run_1/clock_map.png
Scale bar: 20 um.
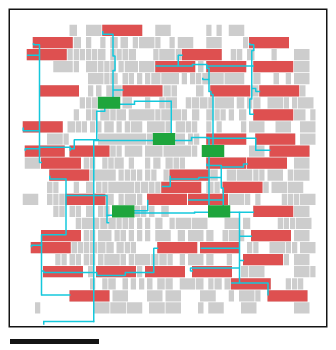
run_1/metal_stack.png
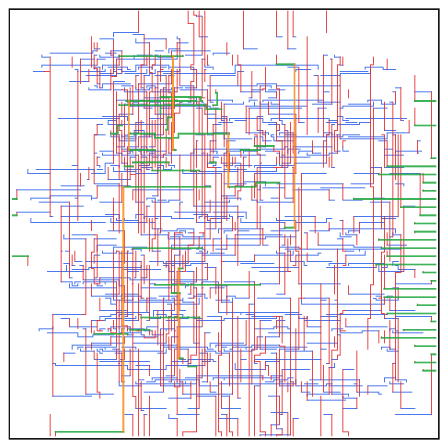
run_1/met3.png
Scale bar: 20 um.
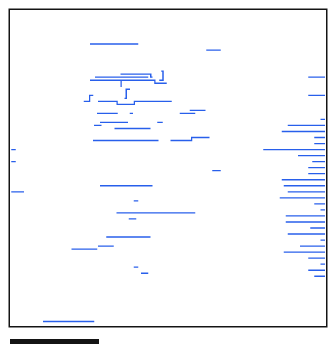
### src/rtl/i2c_codec_cfg_seq_if.sv
// rtl/i2c_codec_cfg_seq_if.sv - handshake bundle between the config sequencer and the I2C controller
//
// Signals:
//   i2c_data  24  {addr, r/w, reg, data} word offered to the controller
//   i2c_go     1  transfer request, held until i2c_end
//   i2c_end    1  transfer finished, from the controller
//   i2c_ack    3  controller ACK bits; any nonzero bit means NACK
// Modports: master = sequencer side, slave = controller side.
interface i2c_codec_cfg_seq_if;
  logic [23:0] i2c_data;
  logic        i2c_go;
  logic        i2c_end;
  logic [2:0]  i2c_ack;

  modport master (
    output i2c_data,
    output i2c_go,
    input  i2c_end,
    input  i2c_ack
  );

  modport slave (
    input  i2c_data,
    input  i2c_go,
    output i2c_end,
    output i2c_ack
  );
endinterface

### src/rtl/i2c_codec_cfg_seq.sv
// rtl/i2c_codec_cfg_seq.sv - codec register-write sequencer with NACK retry and volume tracking
//
// Walks an external ROM of NUM_CMDS {reg[6:0], data[8:0]} words, sending each one
// through the I2C controller handshake. A NACK retries the same entry up to
// MAX_RETRY times before parking in ERR. Once init is done, a change of the
// effective volume re-sends the left and right volume entries.
//
// Ports:
//   clk_i2c   in   1  clock, all state on its rising edge
//   reset     in   1  asynchronous active-high reset
//   start     in   1  one-cycle pulse, (re)runs the init table from IDLE/DONE/ERR
//   volume    in   7  volume code, sent as data {2'b11, volume}
//   mute      in   1  only when CFG_MUTE_EN is defined; forces effective volume to 0
//   tbl_idx   out  4  ROM address
//   tbl_word  in  16  ROM data for tbl_idx, combinational
//   i2c       if      master side of i2c_codec_cfg_seq_if (data/go/end/ack)
//   busy      out  1  sequence in progress
//   done      out  1  table (or volume update) finished
//   err       out  1  retries exhausted; sticky until start or reset
//   err_idx   out  4  index of the command that failed
//
// Optional feature macro: CFG_MUTE_EN (adds the mute input).
module i2c_codec_cfg_seq #(
  parameter int         NUM_CMDS   = 9,
  parameter logic [6:0] SLAVE_ADDR = 7'h1A,
  parameter int         MAX_RETRY  = 3,
  parameter int         VOL_L_IDX  = 3,
  parameter int         VOL_R_IDX  = 4
) (
  input  logic                       clk_i2c,
  input  logic                       reset,
  input  logic                       start,
  input  logic [6:0]                 volume,
`ifdef CFG_MUTE_EN
  input  logic                       mute,
`endif
  output logic [3:0]                 tbl_idx,
  input  logic [15:0]                tbl_word,
  i2c_codec_cfg_seq_if.master        i2c,
  output logic                       busy,
  output logic                       done,
  output logic                       err,
  output logic [3:0]                 err_idx
);

  localparam logic [3:0] LAST_IDX  = 4'(NUM_CMDS - 1);
  localparam logic [3:0] VOL_L     = 4'(VOL_L_IDX);
  localparam logic [3:0] VOL_R     = 4'(VOL_R_IDX);
  localparam logic [2:0] RETRY_MAX = 3'(MAX_RETRY);

  typedef enum logic [2:0] {
    IDLE, LOAD, SEND, WAIT, CHECK, NEXT, DONE, ERR
  } state_t;

  state_t     state;
  logic       mode_vol;   // 0: running the init table, 1: volume-only update
  logic [2:0] retry;
  logic [6:0] vol_last;
  logic [6:0] eff_vol;
  logic [8:0] data_field;

`ifdef CFG_MUTE_EN
  assign eff_vol = mute ? 7'h00 : volume;
`else
  assign eff_vol = volume;
`endif

  // Volume entries always carry the live volume, in both init and update runs.
  always_comb begin
    data_field = tbl_word[8:0];
    if (tbl_idx == VOL_L || tbl_idx == VOL_R) begin
      data_field = {2'b11, eff_vol};
    end
  end

  always_ff @(posedge clk_i2c or posedge reset) begin
    if (reset) begin
      state        <= IDLE;
      mode_vol     <= 1'b0;
      retry        <= 3'd0;
      vol_last     <= 7'd0;
      tbl_idx      <= 4'd0;
      i2c.i2c_data <= 24'd0;
      i2c.i2c_go   <= 1'b0;
      busy         <= 1'b0;
      done         <= 1'b0;
      err          <= 1'b0;
      err_idx      <= 4'd0;
    end else begin
      case (state)
        IDLE: begin
          if (start) begin
            tbl_idx  <= 4'd0;
            mode_vol <= 1'b0;
            retry    <= 3'd0;
            busy     <= 1'b1;
            state    <= LOAD;
          end
        end

        LOAD: begin
          i2c.i2c_data <= {SLAVE_ADDR, 1'b0, tbl_word[15:9], data_field};
          state        <= SEND;
        end

        SEND: begin
          i2c.i2c_go <= 1'b1;
          state      <= WAIT;
        end

        WAIT: begin
          if (i2c.i2c_end) begin
            i2c.i2c_go <= 1'b0;
            state      <= CHECK;
          end
        end

        CHECK: begin
          if (i2c.i2c_ack == 3'b000) begin
            retry <= 3'd0;
            state <= NEXT;
          end else if (retry < RETRY_MAX) begin
            retry <= retry + 3'd1;
            state <= LOAD;
          end else begin
            err_idx <= tbl_idx;
            err     <= 1'b1;
            busy    <= 1'b0;
            retry   <= 3'd0;
            state   <= ERR;
          end
        end

        NEXT: begin
          if (!mode_vol) begin
            if (tbl_idx < LAST_IDX) begin
              tbl_idx <= tbl_idx + 4'd1;
              state   <= LOAD;
            end else begin
              // Init already sent the current volume; arm the watcher from it.
              vol_last <= eff_vol;
              done     <= 1'b1;
              busy     <= 1'b0;
              state    <= DONE;
            end
          end else if (tbl_idx == VOL_L) begin
            tbl_idx <= VOL_R;
            state   <= LOAD;
          end else begin
            done  <= 1'b1;
            busy  <= 1'b0;
            state <= DONE;
          end
        end

        DONE: begin
          // start has priority over a simultaneous volume change.
          if (start) begin
            tbl_idx  <= 4'd0;
            mode_vol <= 1'b0;
            retry    <= 3'd0;
            done     <= 1'b0;
            busy     <= 1'b1;
            state    <= LOAD;
          end else if (eff_vol != vol_last) begin
            vol_last <= eff_vol;
            mode_vol <= 1'b1;
            tbl_idx  <= VOL_L;
            done     <= 1'b0;
            busy     <= 1'b1;
            state    <= LOAD;
          end
        end

        ERR: begin
          i2c.i2c_go <= 1'b0;
          if (start) begin
            err      <= 1'b0;
            tbl_idx  <= 4'd0;
            mode_vol <= 1'b0;
            retry    <= 3'd0;
            busy     <= 1'b1;
            state    <= LOAD;
          end
        end

        default: begin
          i2c.i2c_go <= 1'b0;
          busy       <= 1'b0;
          done       <= 1'b0;
          state      <= IDLE;
        end
      endcase
    end
  end

endmodule

### src/flat_wrapper.sv
// flat-port wrapper written by rule: the top's interface ports become plain ports
module i2c_codec_cfg_seq_flat 
#(
  parameter int         NUM_CMDS   = 9,
  parameter logic [6:0] SLAVE_ADDR = 7'h1A,
  parameter int         MAX_RETRY  = 3,
  parameter int         VOL_L_IDX  = 3,
  parameter int         VOL_R_IDX  = 4
)
  (clk_i2c, reset, start, volume, tbl_idx, tbl_word, busy, done, err, err_idx, i2c_i2c_data, i2c_i2c_go, i2c_i2c_end, i2c_i2c_ack);
  i2c_codec_cfg_seq_if i2c_i ();
  input  logic clk_i2c;
  input  logic reset;
  input  logic start;
  input  logic [6:0] volume;
  output logic [3:0] tbl_idx;
  input  logic [15:0] tbl_word;
  output logic busy;
  output logic done;
  output logic err;
  output logic [3:0] err_idx;
  output wire logic [$bits(i2c_i.i2c_data)-1:0] i2c_i2c_data;
  output wire logic [$bits(i2c_i.i2c_go)-1:0] i2c_i2c_go;
  input wire logic [$bits(i2c_i.i2c_end)-1:0] i2c_i2c_end;
  input wire logic [$bits(i2c_i.i2c_ack)-1:0] i2c_i2c_ack;
  assign i2c_i2c_data = i2c_i.i2c_data;
  assign i2c_i2c_go = i2c_i.i2c_go;
  assign i2c_i.i2c_end = i2c_i2c_end;
  assign i2c_i.i2c_ack = i2c_i2c_ack;
  i2c_codec_cfg_seq #(.NUM_CMDS(NUM_CMDS), .SLAVE_ADDR(SLAVE_ADDR), .MAX_RETRY(MAX_RETRY), .VOL_L_IDX(VOL_L_IDX), .VOL_R_IDX(VOL_R_IDX)) u_core (.clk_i2c(clk_i2c), .reset(reset), .start(start), .volume(volume), .tbl_idx(tbl_idx), .tbl_word(tbl_word), .i2c(i2c_i), .busy(busy), .done(done), .err(err), .err_idx(err_idx));
endmodule
### config.mk
export PLATFORM = sky130hd
export DESIGN_NAME = i2c_codec_cfg_seq_flat
export DESIGN_NICKNAME = d
export VERILOG_FILES = /design/src/rtl/i2c_codec_cfg_seq_if.sv /design/src/rtl/i2c_codec_cfg_seq.sv /design/src/flat_wrapper.sv
export SDC_FILE = /design/constraint.sdc
export NUM_CORES = 1
export LEC_CHECK = 0
export ABC_AREA = 1
export CAP_MARGIN = 0
export CORE_MARGIN = 2
export CORE_UTILIZATION = 52
export DETAILED_ROUTE_END_ITERATION = 6
export PLACE_DENSITY = 0.86
export SLEW_MARGIN = 10
export SYNTH_ARGS = -nofsm -noshare
export SYNTH_HDL_FRONTEND = slang
export SYNTH_SLANG_ARGS = --single-unit
### constraint.sdc
create_clock -name clk_i2c -period 2.16 [get_ports clk_i2c]
set_input_delay 0.324 -clock clk_i2c [delete_from_list [all_inputs] [get_ports clk_i2c]]
set_output_delay 0.324 -clock clk_i2c [all_outputs]
set_load 0.005 [all_outputs]
==> impl_metrics.yaml, run 1 <==
# synthesis and place-and-route metrics
grt:
  grt_max_degree: 44
  grt_pass1_wl_um: 9010
  busiest_layer: "met2"
route:
  top_layer: "met4"
  wl_met3_um: 347
  route.met2.wl_um: 2510
  wl_met1_um: 2410
  ant_nets: 0
cells_and_area:
  diodes: 0
timing:
  finalHoldViolCount: 0
  period_used_pct: 78.8
  maxClockFrequency_mhz: 587
yosys:
  synth_cell_type_count: 31
  synth_cells: 311
  yosysTopAreaCell: "dfrtp_1"
  yosys_warnings: 0
  ys_seq_share_pct: 45.7
  area_leaders: "dfrtp_1, nand2_1, inv_1, o21ai_0, nor2_1"
outcome:
  run_status: "completed"
power:
  powerDensity_nw_per_um2: 1300
  power_mw: 4.01
cts:
  clk_pin_slew_worst_paths_ns: 0.08
die:
  dieArea_sq_um: 5080
placed_design:
  hpwlAfterDp_um: 3940
setup_path:
  timing.critical_path.to_type: "flip-flop"
-- clock_map.png (at the start) --
[cells driving clock nets] green | count: 5
[flip-flops] red | count: 43
[clock wires] cyan | length: 532 um
flops lie	all over the die
Final Skew: 0.00537 ns
P_clk: 646 uW
Clk pwr share: 16.1%
clk latency late pin: 0.29 ns

-- metal_stack.png (at the start) --
layer	color	wire length
met2	red	2510 um
met4	orange	116 um
met1	blue	2410 um
met3	green	348 um
routed len/inst: 12.6 um
via count: 2184
final WL: 5390 um
GRT Overall Usage: 22.3%

-- met3.png (at the start) --
nets with wire on the layer	55
wire length on this layer	348 um
main direction	horizontal
share of all routed wire	6.5%
M3 GR Usage: 5.20%

run 1: final timing paths:
check | to | slack (ns) | depth (start not counted) | from
min in group clk_i2c | u_core.i2c.i2c_data[8]$_DFFE_PP0N_ | 0.48 | 2 | u_core.i2c.i2c_data[8]$_DFFE_PP0N_
max | u_core.state[1]$_DFFE_PP0P_ | 0.46 | 11 | volume[2]
min reg2reg | u_core.i2c.i2c_data[8]$_DFFE_PP0N_ | 0.48 | 2 | u_core.i2c.i2c_data[8]$_DFFE_PP0N_
max reg2reg | u_core.state[2]$_DFFE_PP0P_ | 0.49 | 8 | u_core.tbl_idx[0]$_DFFE_PP0P_
max in group asynchronous | u_core.retry[1]$_DFFE_PP0P_ | 1.33 | 3 | reset
min | u_core.i2c.i2c_data[14]$_DFFE_PP0N_ | 0.47 | 3 | reset
run 1: placed cells by master, fill, tap and decap left out, types with 2 or more instances in the layout:
master | Yosys | final
dfrtp_1 | 43 | 43
nor2_2 | 2 | 2
clkbuf_8 | 0 | 6
a21oi_4 | 2 | 2
nor2_1 | 25 | 25
o21ai_1 | 9 | 9
o21ai_0 | 19 | 19
conb_1 | 1 | 5
nand4_1 | 6 | 6
nand2_4 | 4 | 4
clkdlybuf4s50_1 | 0 | 60
nand2_1 | 116 | 116
ha_1 | 3 | 3
a31oi_1 | 2 | 2
nand3_1 | 17 | 17
inv_2 | 12 | 12
nand3_2 | 2 | 2
buf_4 | 7 | 2
inv_1 | 27 | 27
run 1: final cells by class:
class | instances | area (sq um) | share of cell area (%)
Clock buffer | 6 | 82.6 | 2.67
Clock inverter | 2 | 35.0 | 1.13
Inverter | 39 | 146 | 4.73
Multi-Input combinational cell | 223 | 1070 | 34.7
Sequential cell | 43 | 1080 | 34.8
Tap cell | 52 | 65.1 | 2.10
Timing Repair Buffer | 62 | 616 | 19.9
run 1: worst max-delay path: stages:
cell and delay (ns):
clkdlybuf4s50_1 0.54, inv_1 0.07, nand2_1 0.05, nand2_1 0.06, nor2_1 0.11, nand2_1 0.10
nor2_1 0.09, nand2_1 0.27, nand3_2 0.19, nand2_1 0.07, nand2_1 0.06
run 1: flip-flops by register name, summed over array words and instances, names as in the netlist:
signal               count
u_core.busy              1
u_core.done              1
u_core.err               1
u_core.err_idx           4
u_core.i2c.i2c_data     17
u_core.i2c.i2c_go        1
u_core.mode_vol          1
u_core.retry             3
u_core.state             3
u_core.tbl_idx           4
u_core.vol_last          7
run 1: per-stage QoR:
| stage | hold slack [ns] | std cells | instance area (sq um) |
|---|---|---|---|
| floorplan | 0.427 | 315 | 2370 |
| CTS | 0.486 | 427 | 3090 |
| finish | 0.473 | 427 | 3090 |
| global placement | 0.461 | 419 | 2980 |
| detailed placement | 0.464 | 419 | 2980 |
| global route | 0.515 | 427 | 3090 |
run 1: cells by family after synthesis:
family                     share of synthesized area [%]
buffers and inverters                               9.31
DFF                                                 45.7
AOI/OAI and AO/OA                                   9.10
other                                              0.159
xor gates and xnor gates                           0.372
adders and majority gates                           1.60
and+or+nand+nor                                     33.7
run 1: power breakdown:
part	switching (mW)	internal (mW)
registers	0.248	1.13
clock network	0.272	0.374
logic	1.09	0.892
## Run 2: what changed since run 1
- CORE_UTILIZATION: 52 -> 43
- PLACE_DENSITY: 0.86 -> 0.76
- clock period: 2.16 -> 1.4 ns (I/O delays scaled with it)
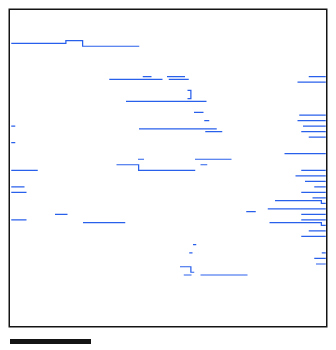
run_2/met3.png
Scale bar: 20 um.
M3 GR Usage: 3.60%
via count: 2386
final WL: 6390 um

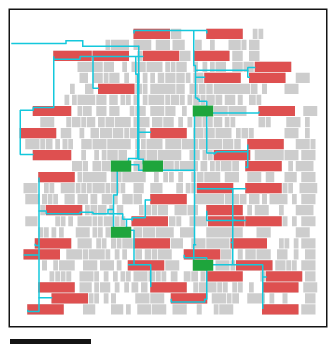
run_2/clock_map.png
Scale bar: 20 um.
[flip-flops] red | count: 43
[clock wires] cyan | length: 554 um
[cells driving clock nets] green | count: 5
flops lie	all over the die
Clk pwr share: 10.8%
P_clk: 783 uW
clk latency late pin: 0.30 ns
Final Skew: 0.00505 ns

==> run 2 against run 1 <==
Effect of this change: the run now ends with negative setup slack left; final cell count rose by 17%; sequential share of layout area fell by 5.9 points; worst setup slack got worse by 0.51 ns; wire length rose by 19%; sequential power rose by 55%; first-iteration DRC count fell by 31%; critical path type is now reg2reg.
==> impl_metrics.yaml, run 2 <==
# synthesis and place-and-route metrics
outcome:
  violations: "negative setup slack"
  run_status: "finished with violations"
die:
  dieArea_sq_um: 6080
  initial_core_util_pct: 45.2
yosys:
  synth_cell_type_count: 31
  ys_seq_share_pct: 45.7
  async_flop_share_pct: 100
  ys_cells: 311
  synth_cells: 311
  yosys_warnings: 0
  yosysTopAreaCell: "dfrtp_1"
cells_and_area:
  diodes: 0
  largest_reg_flops: 17
  top_register: "u_core.i2c.i2c_data"
  final_cell_mix: "nand2_1, buf_4, clkdlybuf4s50_1"
  layout_top_cell: "nand2_1"
  design_area_sq_um: 3740
  largest_registers: "u_core.i2c.i2c_data x17, u_core.vol_last x7"
grt:
  grt_max_degree: 44
  grt_use_total_pct: 19.9
  grt_pass1_wl_um: 9750
  antenna_found_initial: 0
setup_path:
  timing.critical_path.to_type: "flip-flop"
route:
  first_pass_iters: 4
  detail_route.wl_per_cell_um: 12.8
  drc: 0
cts:
  cts_tree: "yes"
  clk_pin_slew_worst_paths_ns: 0.08
  tritoncts_num_sinks: 43
timing:
  setup_ws_ns: -0.0544
  setup_viol: 14
  period_used_pct: 104
  finalHoldViolCount: 0
  maxClockFrequency_mhz: 688
placed_design:
  hpwlAfterDp_um: 4200
  place.port_buffers: 60
  postPlaceCellArea_sq_um: 3240
power:
  powerDensity_nw_per_um2: 1940
-- run 2: cell counts after synthesis --
No cell type changed its count.
-- run 2: through the flow --
stage	worst slack, ns	hold WS [ns]	total power [mW]	utilization (%)	instances
floorplan	0.00818	0.313	3.99	-	315
global placement	-0.292	0.461	5.47	62.3	466
detailed placement	-0.338	0.468	5.57	62.3	466
CTS	-0.0297	0.268	6.50	65.6	478
global route	-0.156	0.309	7.85	71.8	499
finish	-0.0544	0.252	7.27	71.8	499
-- run 2: worst paths after layout --
path                            slack (ns)                                 from                             endpoint  depth (start not counted)
worst max-delay path                 -0.05        u_core.tbl_idx[1]$_DFFE_PP0P_        u_core.tbl_idx[3]$_DFFE_PP0P_                         10
worst max register to register       -0.05        u_core.tbl_idx[1]$_DFFE_PP0P_        u_core.tbl_idx[3]$_DFFE_PP0P_                         10
worst min register to register        0.48  u_core.i2c.i2c_data[10]$_DFFE_PP0N_  u_core.i2c.i2c_data[10]$_DFFE_PP0N_                          2
worst min-delay path                  0.25                                reset        u_core.err_idx[1]$_DFFE_PP0P_                          3
max in group asynchronous             0.91                                reset          u_core.state[2]$_DFFE_PP0P_                          3
min in group clk_i2c                  0.35                            volume[6]       u_core.vol_last[6]$_DFFE_PP0P_                          3
-- run 2: critical path, cell delays in order, from the launching register on --
cell and delay, ns:
dfrtp_1 0.42, ha_4 0.18, inv_4 0.04, nor2_4 0.13, o21ai_4 0.10, nor2_4 0.14, inv_2 0.05, nand2_4 0.08
nand3_4 0.09, nand2_1 0.07, nand2_1 0.05
-- run 2: metal layers --
| metal | vias up | global-route usage [%] | routed length (um) |
|---|---|---|---|
| met3 | 11 | 3.60 | 332 |
| met2 | 66 | 34.1 | 3320 |
| met5 | - | 0 | 0 |
| met4 | 0 | 6.84 | 89 |
| li1 | 1203 | - | - |
| met1 | 1106 | 25.4 | 2650 |
-- run 2: logic make-up after synthesis --
| family | synth area share [%] |
|---|---|
| and+or+nand+nor | 33.7 |
| buffers and inverters | 9.31 |
| DFF | 45.7 |
| AOI/OAI and AO/OA | 9.10 |
| adders and majority gates | 1.60 |
| xor gates and xnor gates | 0.372 |
| other | 0.159 |
-- run 2: power by group --
group,internal (mW),switching (mW),total (mW)
Clock,0.349,0.434,0.783
Combinational,2.20,2.15,4.35
Sequential,1.76,0.379,2.14
Total,4.31,2.96,7.27
-- run 2: layout make-up --
| cell class | count | area, sq um | area share, % |
|---|---|---|---|
| multi-input combinational | 223 | 1230 | 32.9 |
| inverter | 39 | 165 | 4.42 |
| clock buffer | 6 | 72.6 | 1.94 |
| tap | 70 | 87.6 | 2.34 |
| clock inverter | 2 | 12.5 | 0.335 |
| timing repair buffer | 116 | 1090 | 29.2 |
| sequential | 43 | 1080 | 28.9 |
-- run 2: repair_timing --
action | 4_1_cts | 5_1_grt
gates resized | 28 | 64
setup buffers | 4 | 19
endpoints found under the hold margin | 0 | 0
pin swaps | 13 | 20
cloned | 0 | 2
hold buffers | 0 | 0
setup endpoints to repair | 28 | 53
## Run 3: what changed since run 2
- CORE_UTILIZATION: 43 -> 57
- CTS_CLUSTER_DIAMETER: default -> 50
- DONT_BUFFER_PORTS: default -> 1
- PLACE_DENSITY: 0.76 -> 0.75
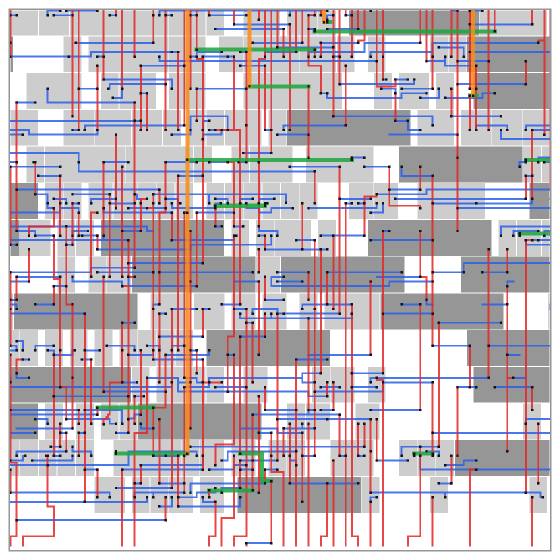
run_3/zoom.png
Window x 14 to 54, y 0 to 40 um. Cells in gray, sequential cells in the stronger gray; small squares are vias.
layer	color
met4	orange
met1	blue
met2	red
met3	green
cells with their middle in the window	148
netlist names of flops here include	`u_core.i2c.i2c_data` (11), `u_core.vol_last` (4), `u_core.tbl_idx` (3)
most frequent	nand2_1 (45), dfrtp_1 (18), inv_1 (15)
sequential cells in the window	19

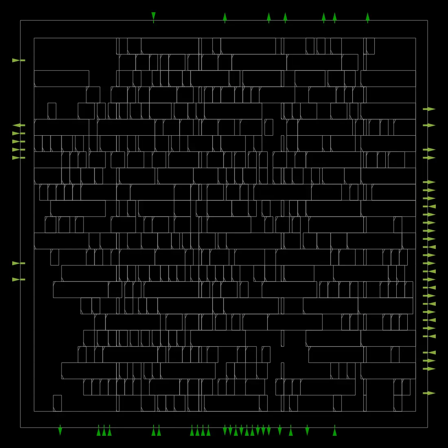
run_3/final_placement.png
registers: 43
final cell count without fillers: 399

==> run 3 against run 2 <==
Effect of this change: the run still ends with negative setup slack left; sequential power up 4%; core utilization increased by 0.74 points; via count decreased by 11%; worst setup slack worse by 0.019 ns; non-clock buffer count shrank 81; first-iteration DRC count grew 19%; register-to-register slack worse by 0.02 ns; clock power rose by 15%.
==> impl_metrics.yaml, run 3 <==
# synthesis and place-and-route metrics
setup_path:
  ff2ff_setup_slack_ns: -0.07
  r2r-end: "u_core.busy$_DFFE_PP0P_"
  critical-path-max-stage-delay_ns: 0.45
  r2r-start: "u_core.tbl_idx[0]$_DFFE_PP0P_"
  reg2regPathDepth: 9
cells_and_area:
  diodes: 0
  final_cell_mix: "nand2_1, dfrtp_1, buf_4"
  layout_top_cell: "nand2_1"
  comb_area_sq_um: 1200
  flop_area_sq_um: 1080
  top_register: "u_core.i2c.i2c_data"
yosys:
  ys_seq_share_pct: 45.7
  synth_cell_type_count: 31
  async_flop_share_pct: 100
die:
  dieArea_sq_um: 4660
  initial_core_util_pct: 58.8
timing:
  setup_ws_ns: -0.0737
  setup_viol: 12
  finalClockSkew_ns: 0.00556
placed_design:
  hpwlAfterDp_um: 3790
  dp_slack_ns: -0.0881
  place.port_buffers: 0
route:
  drc: 0
  routed_wl_um: 5640
grt:
  grt_use_total_pct: 24.8
  grt_pass1_wl_um: 8470
worst_hold_path:
  holdPathEnd: "u_core.err$_DFFE_PP0P_"
  worstHoldStart: "start"
outcome:
  violations: "negative setup slack"
  run_status: "finished with violations"
power:
  powerDensity_nw_per_um2: 2170
cts:
  clock_latency_ns: 0.30
==> run 3: worst max path at each step <==
stage                              startpoint                             end  slack [ns]  cells after the start
3_3_place_gp      u_core.state[1]$_DFFE_PP0P_     u_core.mode_vol$_DFFE_PP0P_       -0.06                      8
4_1_cts           u_core.state[1]$_DFFE_PP0P_     u_core.mode_vol$_DFFE_PP0P_       -0.02                      8
2_1_floorplan   u_core.tbl_idx[0]$_DFFE_PP0P_   u_core.tbl_idx[1]$_DFFE_PP0P_       0.008                     10
5_1_grt        u_core.vol_last[2]$_DFFE_PP0P_  u_core.vol_last[3]$_DFFE_PP0P_       -0.18                     10
6_report        u_core.tbl_idx[0]$_DFFE_PP0P_         u_core.busy$_DFFE_PP0P_       -0.07                      9
3_5_place_dp      u_core.state[1]$_DFFE_PP0P_     u_core.mode_vol$_DFFE_PP0P_       -0.09                      8
==> run 3: repair_timing <==
action / CTS / global route
buffers inserted: 1 / 8
gates cloned: 0 / 1
hold buffers: 1 / 0
pin swaps: 3 / 22
endpoints found under the setup margin: 26 / 31
endpoints found under the hold margin: 43 / 0
resized: 13 / 34
==> run 3: cells by family (layout without fill, tap and decap cells) <==
group / Yosys count / after routing / share of synthesized area, %
simple gates: 178 / 179 / 33.7
buf+inv: 49 / 82 / 9.31
flops: 43 / 43 / 45.7
compound gates: 36 / 36 / 9.10
fa+ha+maj: 3 / 3 / 1.60
other cells: 1 / 5 / 0.159
xor+xnor: 1 / 1 / 0.372
==> run 3: layout make-up <==
cell class / count / share of cell area [%]
multi-input cells: 224 / 41.4
flip-flops and latches: 43 / 37.2
repair buffers: 35 / 10.1
inverters: 39 / 5.47
clock buffers: 7 / 3.32
well taps: 50 / 2.16
clock inverters: 1 / 0.259
==> run 3: metal layers <==
layer  part of all wire [%]  global-route usage, %  up-vias  wire [um]
met2                     49                   41.4       81       2770
met3                    7.6                   5.26       14        431
li1                       -                      -     1041          -
met1                     41                   31.0      984       2310
met5                      0                      0        -          0
met4                    2.3                   10.8        0        127
==> run 3: worst max-delay path, delay by kind of cell, from the launching register on <==
family | cells | cell delay (ns)
and+or+nand+nor | 6 | 0.48
DFF | 1 | 0.45
AOI/OAI and AO/OA | 1 | 0.20
adders and majority gates | 1 | 0.17
buffers and inverters | 1 | 0.06
==> run 3: where the power goes <==
part	internal, mW	switching, mW	leakage, nW	total [mW]
Clock	0.449	0.448	0.0505	0.897
Combinational	1.33	1.86	0.909	3.18
Sequential	1.76	0.461	0.538	2.22
==> run 3: per-stage QoR <==
stage                     std cells  utilization, %  area, sq um
after global routing            399            72.6         2900
final                           399            72.6         2900
after detailed placement        380            64.3         2570
after floorplan                 315               -         2370
after CTS                       390            68.4         2740
after global placement          380            64.3         2570
Power figures rest on the tool's default switching activity, not on a simulated workload.
